===== config.mk =====
export PLATFORM = sky130hd
export DESIGN_NAME = pic_seq_ctrl_flat
export DESIGN_NICKNAME = d
export VERILOG_FILES = /design/src/rtl/pic_seq_ctrl_if.sv /design/src/rtl/pic_seq_ctrl.sv /design/src/flat_wrapper.sv
export SDC_FILE = /design/constraint.sdc
export NUM_CORES = 1
export LEC_CHECK = 0
export CORE_UTILIZATION = 45
export DETAILED_ROUTE_END_ITERATION = 8
export GPL_TIMING_DRIVEN = 0
export PLACE_DENSITY = 0.84
export SYNTH_ARGS = -nofsm -noshare
export SYNTH_HDL_FRONTEND = slang
export SYNTH_SLANG_ARGS = --single-unit

===== constraint.sdc =====
create_clock -name CLK -period 2.38 [get_ports CLK]
set_input_delay 0.595 -clock CLK [delete_from_list [all_inputs] [get_ports CLK]]
set_output_delay 0.595 -clock CLK [all_outputs]
set_load 0.02 [all_outputs]

===== src/rtl/pic_seq_ctrl_if.sv =====
// Control-sequencer bus: IR/flag inputs from the datapath and enables back to it.
// master = sequencer side, slave = datapath side.
interface pic_seq_ctrl_if;
   logic        run;
   logic        rom_ready;
   logic [11:0] ir;
   logic        acc_zero;
   logic        rom_oe;
   logic        ir_en;
   logic        pc_en;
   logic        pc_load;
   logic        acc_en;
   logic [1:0]  alu_sel;
   logic        ram_oe;
   logic        ram_we;
   logic        instr_done;
   logic        fault;
   logic [2:0]  state;

   modport master (
      input  run, rom_ready, ir, acc_zero,
      output rom_oe, ir_en, pc_en, pc_load, acc_en, alu_sel,
             ram_oe, ram_we, instr_done, fault, state
   );

   modport slave (
      output run, rom_ready, ir, acc_zero,
      input  rom_oe, ir_en, pc_en, pc_load, acc_en, alu_sel,
             ram_oe, ram_we, instr_done, fault, state
   );
endinterface


===== src/rtl/pic_seq_ctrl.sv =====
// Fetch/decode/memory/execute sequencer for the 12-bit accumulator CPU.
// 3 cycles per instruction (3+RAM_LAT for RAM reads, 2 when skipped); stalls in FETCH on rom_ready, halts on timeout.
module pic_seq_ctrl #(
   parameter int unsigned RAM_LAT       = 2,
   parameter int unsigned FETCH_TIMEOUT = 8
) (
   input logic           CLK,
   input logic           RST,
   pic_seq_ctrl_if.master bus
);
   typedef enum logic [2:0] {
      IDLE   = 3'd0,
      FETCH  = 3'd1,
      DECODE = 3'd2,
      MEMRD  = 3'd3,
      EXEC   = 3'd4,
      HALT   = 3'd5
   } st_t;

   localparam logic [7:0] TMO_LAST  = 8'(FETCH_TIMEOUT - 1);
   localparam logic [3:0] WAIT_INIT = 4'(RAM_LAT - 1);

   st_t        cur_st, nxt_st;
   logic [7:0] tmo_cnt, tmo_nxt;
   logic [3:0] wait_cnt, wait_nxt;
   logic       skip, skip_nxt;
   logic       fault_q, fault_nxt;

   logic       rom_oe, ir_en, pc_en, pc_load, acc_en, ram_oe, ram_we, instr_done;
   logic [1:0] alu_sel;

   logic [3:0] opc;
   logic       is_mem;
   assign opc    = bus.ir[11:8];
   assign is_mem = (opc == 4'b0010) || (opc == 4'b0011);

   always_ff @(posedge CLK or posedge RST) begin
      if (RST) begin
         cur_st   <= IDLE;
         tmo_cnt  <= '0;
         wait_cnt <= '0;
         skip     <= 1'b0;
         fault_q  <= 1'b0;
      end else begin
         cur_st   <= nxt_st;
         tmo_cnt  <= tmo_nxt;
         wait_cnt <= wait_nxt;
         skip     <= skip_nxt;
         fault_q  <= fault_nxt;
      end
   end

   always_comb begin
      nxt_st     = cur_st;
      tmo_nxt    = tmo_cnt;
      wait_nxt   = wait_cnt;
      skip_nxt   = skip;
      fault_nxt  = fault_q;
      rom_oe     = 1'b0;
      ir_en      = 1'b0;
      pc_en      = 1'b0;
      pc_load    = 1'b0;
      acc_en     = 1'b0;
      alu_sel    = 2'b00;
      ram_oe     = 1'b0;
      ram_we     = 1'b0;
      instr_done = 1'b0;

      case (cur_st)
         IDLE: begin
            if (bus.run) nxt_st = FETCH;
         end
         FETCH: begin
            rom_oe = 1'b1;
            if (bus.rom_ready) begin
               ir_en   = 1'b1;
               tmo_nxt = '0;
               nxt_st  = DECODE;
            end else if (tmo_cnt == TMO_LAST) begin
               tmo_nxt   = '0;
               fault_nxt = 1'b1;
               nxt_st    = HALT;
            end else begin
               tmo_nxt = tmo_cnt + 8'd1;
            end
         end
         DECODE: begin
            // A pending skip retires this instruction here, bypassing EXEC entirely.
            if (skip) begin
               pc_en      = 1'b1;
               instr_done = 1'b1;
               skip_nxt   = 1'b0;
               nxt_st     = bus.run ? FETCH : IDLE;
            end else if (is_mem) begin
               ram_oe   = 1'b1;
               wait_nxt = WAIT_INIT;
               nxt_st   = MEMRD;
            end else begin
               nxt_st = EXEC;
            end
         end
         MEMRD: begin
            ram_oe = 1'b1;
            if (wait_cnt == 4'd0) nxt_st = EXEC;
            else                  wait_nxt = wait_cnt - 4'd1;
         end
         EXEC: begin
            pc_en      = 1'b1;
            instr_done = 1'b1;
            case (opc)
               4'b0001: ram_we = 1'b1;
               4'b0010: begin ram_oe = 1'b1; acc_en = 1'b1; alu_sel = 2'b10; end
               4'b0011: begin ram_oe = 1'b1; acc_en = 1'b1; alu_sel = 2'b11; end
               4'b0100: begin acc_en = 1'b1; alu_sel = 2'b01; end
               4'b0101: skip_nxt = bus.acc_zero;
               4'b1010,
               4'b1011: pc_load = 1'b1;
               default: ;
            endcase
            nxt_st = bus.run ? FETCH : IDLE;
         end
         HALT: ;
         default: nxt_st = IDLE;
      endcase
   end

   assign bus.rom_oe     = rom_oe;
   assign bus.ir_en      = ir_en;
   assign bus.pc_en      = pc_en;
   assign bus.pc_load    = pc_load;
   assign bus.acc_en     = acc_en;
   assign bus.alu_sel    = alu_sel;
   assign bus.ram_oe     = ram_oe;
   assign bus.ram_we     = ram_we;
   assign bus.instr_done = instr_done;
   assign bus.fault      = fault_q;
   assign bus.state      = cur_st;
endmodule

===== src/flat_wrapper.sv =====
// flat-port wrapper written by rule: the top's interface ports become plain ports
module pic_seq_ctrl_flat 
#(
   parameter int unsigned RAM_LAT       = 2,
   parameter int unsigned FETCH_TIMEOUT = 8
)
  (CLK, RST, bus_run, bus_rom_ready, bus_ir, bus_acc_zero, bus_rom_oe, bus_ir_en, bus_pc_en, bus_pc_load, bus_acc_en, bus_alu_sel, bus_ram_oe, bus_ram_we, bus_instr_done, bus_fault, bus_state);
  pic_seq_ctrl_if bus_i ();
  input logic CLK;
  input logic RST;
  input wire logic [$bits(bus_i.run)-1:0] bus_run;
  input wire logic [$bits(bus_i.rom_ready)-1:0] bus_rom_ready;
  input wire logic [$bits(bus_i.ir)-1:0] bus_ir;
  input wire logic [$bits(bus_i.acc_zero)-1:0] bus_acc_zero;
  output wire logic [$bits(bus_i.rom_oe)-1:0] bus_rom_oe;
  output wire logic [$bits(bus_i.ir_en)-1:0] bus_ir_en;
  output wire logic [$bits(bus_i.pc_en)-1:0] bus_pc_en;
  output wire logic [$bits(bus_i.pc_load)-1:0] bus_pc_load;
  output wire logic [$bits(bus_i.acc_en)-1:0] bus_acc_en;
  output wire logic [$bits(bus_i.alu_sel)-1:0] bus_alu_sel;
  output wire logic [$bits(bus_i.ram_oe)-1:0] bus_ram_oe;
  output wire logic [$bits(bus_i.ram_we)-1:0] bus_ram_we;
  output wire logic [$bits(bus_i.instr_done)-1:0] bus_instr_done;
  output wire logic [$bits(bus_i.fault)-1:0] bus_fault;
  output wire logic [$bits(bus_i.state)-1:0] bus_state;
  assign bus_i.run = bus_run;
  assign bus_i.rom_ready = bus_rom_ready;
  assign bus_i.ir = bus_ir;
  assign bus_i.acc_zero = bus_acc_zero;
  assign bus_rom_oe = bus_i.rom_oe;
  assign bus_ir_en = bus_i.ir_en;
  assign bus_pc_en = bus_i.pc_en;
  assign bus_pc_load = bus_i.pc_load;
  assign bus_acc_en = bus_i.acc_en;
  assign bus_alu_sel = bus_i.alu_sel;
  assign bus_ram_oe = bus_i.ram_oe;
  assign bus_ram_we = bus_i.ram_we;
  assign bus_instr_done = bus_i.instr_done;
  assign bus_fault = bus_i.fault;
  assign bus_state = bus_i.state;
  pic_seq_ctrl #(.RAM_LAT(RAM_LAT), .FETCH_TIMEOUT(FETCH_TIMEOUT)) u_core (.CLK(CLK), .RST(RST), .bus(bus_i));
endmodule

run_1/ff_map.png
Scale bar: 20 um.
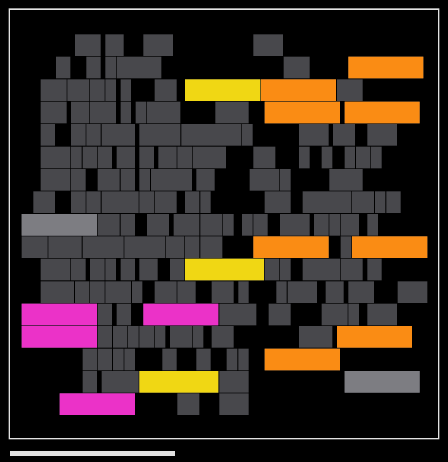
| color | netlist name | flops |
|---|---|---|
| magenta | u_core.wait_cnt | 4 |
| yellow | u_core.bus.state | 3 |
| orange | u_core.tmo_cnt | 8 |
not colored: 2
Layout Utilization: 0.652
flop share of the area: 0.288
Seq. pwr: 496 uW
register area: 428 um^2

run_1/placed.png
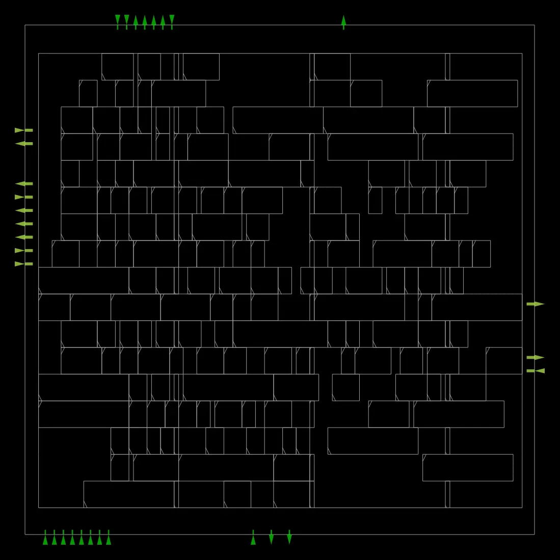
Tap Count: 28
Filler Cell Count: 179
# rows: 17

==> qor.csv, run 1 <==
stage,metric,value,unit
floorplanning,fp_util,0.491,
synthesis,ys_sh_mux,0.0190,
critical_path,path_depth,4,
clock_network,cts_setup_buffers,0,
timing,tightest_slew,0.661,ns
timing,period_minus_slack,2.36,ns
critical_path,cpLargestDelayFamily,simple AND/OR/NAND/NOR gates,
power,pwr-share-seq,0.303,
synthesis,topCombFamilyByArea,simple AND/OR/NAND/NOR gates,
critical_path,timing.rr.end,u_core.bus.state[2]$_DFFE_PP0P_,
clock_network,cts.sinks,17,
clock_network,cts_buffer_depth,2,
place,dpl.hpwl,1.80,mm
routing,wl_per_cell,14.2,um
floorplanning,die_area,2690,um^2
critical_path,worstSetupStartpointType,register,
synthesis,fp_nets,151,
clock_network,clk_latency,0.30,ns
critical_path,crit_type,register to primary output,
status,status,finished clean,
cells_and_area,area_growth_syn_to_layout,32.7,%
timing,skew,0.00235,ns
timing,relSlewSlack,0.559,
synthesis,ff_type,dfrtp_1,
grt,antenna_found_initial,0,
timing,hold_viol,0,
timing,max_clock_freq,0.424,GHz
synthesis,yosys_warnings,0,
grt,grt_pass1_vias,1008,
critical_path,r2r_slack,0.26,ns
synthesis,ys_types,40,
synthesis,ys_area,1120,um^2
timing,finalSetupViolations,0,
hold_path,whs_path_depth,1,
routing,drt_iter0_markers,37,
critical_path,path_cells,nand2b_4 > or3_4 > nor4b_2 > buf_4,
routing,via_count,1106,
place,place_congestion,0.821,
power,switching_power,715,uW
routing,dr_wl_met2,1.37,mm
grt,gr-total-overflow,0,
cells_and_area,antenna_cells,0,
cells_and_area,drive_gt1_frac,0.256,
power,clkPwrFrac,0.099,
synthesis,ys_sh_simple,0.286,
power,intPower,921,uW
job,cap_violations,0,
grt,grtUsageMet3,0.0351,
power,power.group.top,combinational logic,
grt,grt_pass1_wl,4.27,mm
floorplanning,core_area,2280,um^2
synthesis,async_reset_ff_frac,1.00,
clock_network,post_cts_resized,45,
power,powerComb,978,uW
synthesis,synth_flops,17,
clock_network,clk_pin_slew_worst_paths,0.10,ns
routing,top_layer_used,met4,
synthesis,syn_inst,131,
critical_path,r2r_start,u_core.tmo_cnt[5]$_DFFE_PP0N_,
job,warnings,35,
routing,drt-pass1-iter-count,4,
place,port_buffers,22,
power,ir_worst_vdd,0.000823,V
cells_and_area,final_common_cell,o21ai_0,
clock_network,cts_hold_buf,0,
grt,grt_max_degree,18,
critical_path,cp_num_buf_inv,1,
timing,worst_slack,0.0238,ns
grt,grt_usage,0.212,
routing,ant_nets,0,
synthesis,yosys.area_share.adder,0.0336,
timing,finalCritPeriodShare,0.990,
power,p_per_area,1100,nW/um^2
routing,met3WireLength,140,um
synthesis,xor_area_frac,0.0157,
power,p_leak,0.000699,uW
floorplanning,die_h,51.9,um
routing,wl,2.72,mm
hold_path,hold_class,register to register,
synthesis,avgSynthCellArea,8.54,um^2
routing,via_per_inst,5.76,
synthesis,top_area_frac,0.380,
clock_network,cts_tree,yes,
power,p_comb_frac,0.598,
power,p_clk,162,uW
grt,grt_use_met2,0.395,
floorplanning,pin_count,31,
routing,wl_met1,1.19,mm
routing,drc,0,
cells_and_area,lay_top_cells,"o21ai_0 (16), dfrtp_1 (15), nand2_1 (14), nor2_1 (12)",
clock_network,root_buffer,clkbuf_4,
critical_path,cp.arrival,1.76,ns
critical_path,endpoint_kind,primary output,
run_1/class_map.png
Scale bar: 20 um. Fill, decap, tap and diode cells in gray.
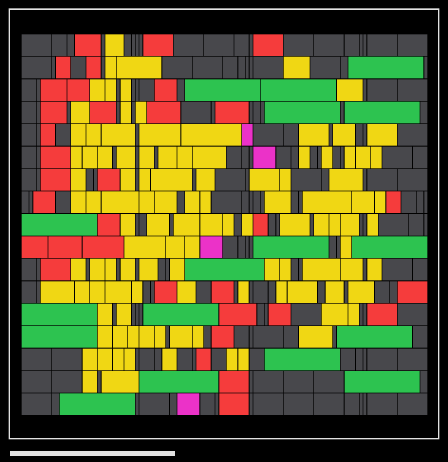
| color | class | cells |
|---|---|---|
| red | remaining buffers and delay cells | 34 |
| yellow | remaining logic cells | 109 |
| green | registers | 17 |
| magenta | clock drivers and dummy loads | 4 |

==> run 1: layout make-up <==
type / count / area, um^2
fillers: 179 / 792
multi-input cells: 103 / 681
flip-flops and latches: 17 / 428
repair buffers: 30 / 254
plain buffers: 4 / 37.5
well taps: 28 / 35.0
clock buffers: 4 / 26.3
inverters: 6 / 22.5
==> run 1: state kept, by name, indices dropped and copies added, names as in the netlist <==
signal,count
u_core.bus.fault,1
u_core.bus.state,3
u_core.skip,1
u_core.tmo_cnt,8
u_core.wait_cnt,4
==> run 1: stage by stage <==
stage	cell area, um^2	utilization	total power, uW	hold slack (ns)	cells
floorplan	1120	-	1080	0.452	131
global placement	1380	0.606	1310	0.444	181
detailed placement	1380	0.606	1340	0.470	181
CTS	1420	0.623	1520	0.493	184
global route	1480	0.652	1760	0.514	192
finish	1480	0.652	1640	0.482	192
run_1/layers.png
Scale bar: 20 um.
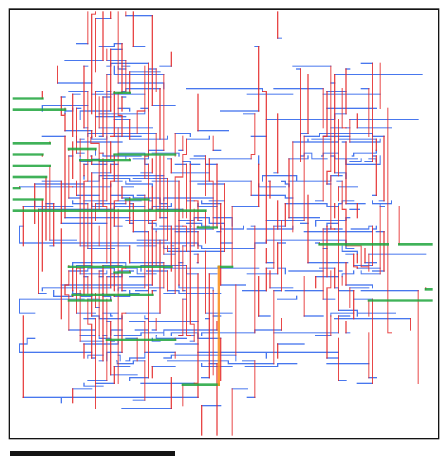

==> run 1 -> run 2 <==
PLACE_DENSITY = 0.76   (was 0.84)
run_2/layers.png
Scale bar: 20 um.
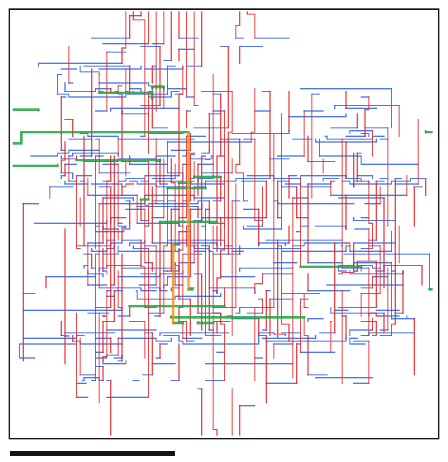
| color | layer | wire length |
|---|---|---|
| orange | M4 | 28.6 um |
| blue | M1 | 1170 um |
| red | M2 | 1440 um |
| green | M3 | 106 um |
Detailed Route WL: 2.74 mm
per-cell routed wire length: 14.1 um
detailed-route via count: 1111

run_2/placed.png
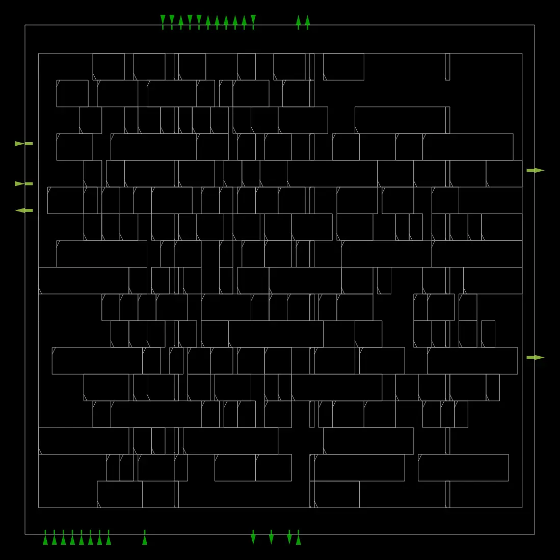
Filler Cell Count: 187
flop share of the area: 0.284
Layout Utilization: 0.663

==> qor.csv, run 2 <==
stage,metric,value,unit,change
status,status,finished clean,,unchanged
grt,grt_pass1_vias,1011,,was 1008
job,warnings,36,,was 35
synthesis,synth_flops,17,,unchanged
floorplanning,rows,17,,unchanged
cells_and_area,clockNetworkAreaShare,0.0182,,was 0.0177
clock_network,clk_pin_slew_worst_paths,0.09,ns,was 0.10 ns
timing,max_clock_freq,0.427,GHz,was 0.424 GHz
floorplanning,n_tap_cell,28,,unchanged
power,p_clk,154,uW,was 162 uW
cells_and_area,antenna_cells,0,,unchanged
routing,drt-pass1-iter-count,4,,unchanged
timing,tightest_slew,0.641,ns,was 0.661 ns
power,powerSeq,502,uW,was 496 uW
timing,worst_slack,0.0360,ns,was 0.0238 ns
place,place_congestion,0.794,,was 0.821
synthesis,ys_types,40,,unchanged
power,switching_power,738,uW,was 715 uW
routing,drc,0,,unchanged
critical_path,timing.rr.end,u_core.bus.state[2]$_DFFE_PP0P_,,unchanged
critical_path,endpoint_kind,primary output,,unchanged
synthesis,avgSynthCellArea,8.54,um^2,unchanged
clock_network,cts_tree,yes,,unchanged
cells_and_area,logic_gates,103,,unchanged
cells_and_area,largest_register,u_core.tmo_cnt,,unchanged
floorplanning,fp_util,0.491,,unchanged
cells_and_area,comb_area,692,um^2,was 681 um^2
job,cap_violations,0,,unchanged
synthesis,ys_area,1120,um^2,unchanged
cells_and_area,inverters,6,,unchanged
power,intPower,942,uW,was 921 uW
timing,finalSetupViolations,0,,unchanged
power,p_per_area,1110,nW/um^2,was 1100 nW/um^2
cells_and_area,largest_cell_class,multi-input combinational cells,,unchanged
cells_and_area,stdcell_area,1510,um^2,was 1480 um^2
timing,relSlewSlack,0.572,,was 0.559
power,ir_worst_vdd,0.000912,V,was 0.000823 V
routing,wl_met1,1.17,mm,was 1.19 mm
grt,grt_usage,0.213,,was 0.212
clock_network,cts_buffer_depth,2,,unchanged
power,p_total,1680,uW,was 1640 uW
power,p_comb_frac,0.609,,was 0.598
clock_network,clk_latency,0.29,ns,was 0.30 ns
hold_path,hold_class,register to register,,unchanged
floorplanning,core_area,2280,um^2,unchanged
cells_and_area,comb_area_frac,0.459,,about the same
place,place_inst,181,,unchanged
critical_path,path_cells,nand2b_4 > or3_4 > nor4b_4 > buf_4,,was nand2b_4 > or3_4 > nor4b_2 > buf_4
hold_path,whs_path_depth,1,,unchanged
critical_path,worstSetupStartpointType,register,,unchanged
synthesis,top_area_frac,0.380,,unchanged
routing,drt_iter0_markers,27,,was 37
power,pwr-share-seq,0.299,,was 0.303
routing,met3WireLength,106,um,was 140 um
synthesis,ff_type,dfrtp_1,,unchanged
power,powerComb,1020,uW,was 978 uW
cells_and_area,signal_buffers,36,,was 34
cells_and_area,area_share_nonclk_buffers,0.201,,was 0.196
synthesis,syn_inst,131,,unchanged
grt,grt_max_degree,18,,unchanged
cells_and_area,final_common_cell,o21ai_0,,unchanged
synthesis,async_reset_ff_frac,1.00,,unchanged
grt,grtUsageMet3,0.0526,,was 0.0351
grt,grt_use_met2,0.387,,was 0.395
critical_path,r2r_slack,0.26,ns,about the same
critical_path,r2r_start,u_core.tmo_cnt[5]$_DFFE_PP0N_,,unchanged
synthesis,fp_nets,151,,unchanged
place,dpl-instance-area,1380,um^2,unchanged
power,p_leak,0.000716,uW,was 0.000699 uW
cells_and_area,n_clock_buffer,3,,was 4
cells_and_area,stdcell_count,194,,was 192
grt,gr-total-overflow,0,,unchanged
timing,period_minus_slack,2.34,ns,was 2.36 ns
grt,grt_pass1_wl,4.28,mm,was 4.27 mm
cells_and_area,largest_reg_flops,8,,unchanged
routing,top_layer_used,met4,,unchanged
place,dpl.hpwl,1.87,mm,was 1.80 mm
run_2/class_map.png
Scale bar: 20 um. Fill, decap, tap and diode cells in gray.
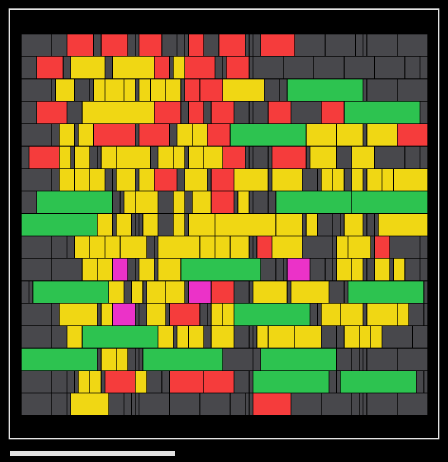
| color | class | cells |
|---|---|---|
| green | registers | 17 |
| yellow | remaining logic cells | 109 |
| magenta | clock drivers and dummy loads | 4 |
| red | remaining buffers and delay cells | 36 |

[run 2: cell types whose count changed in the layout (fill, tap and decap cells not counted), sizes merged]
cell           delta
buf               +5
clkinv            +1
clkbuf            -3
clkdlybuf4s50     -1
[run 2: critical path: cells and delay by family, from the launching register on]
family,cells,cell delay [ns]
simple gates,3,0.81
buf+inv,1,0.18
flops,1,0.46
[run 2: what timing repair did]
| item | in CTS | in global routing |
|---|---|---|
| pin swaps | 0 | 1 |
| resized | 43 | 13 |
| setup buffers | 0 | 10 |
| hold buffers | 0 | 0 |
| endpoints found under the setup margin | 10 | 9 |
[run 2: cell families after synthesis]
family | share of synthesized area
AOI/OAI and AO/OA | 0.224
xor gates and xnor gates | 0.0157
muxes | 0.0190
adders and majority gates | 0.0336
buffers and inverters | 0.0414
and+or+nand+nor | 0.286
DFF | 0.380
No activity file was given, so power comes from the tool's default toggle rates.
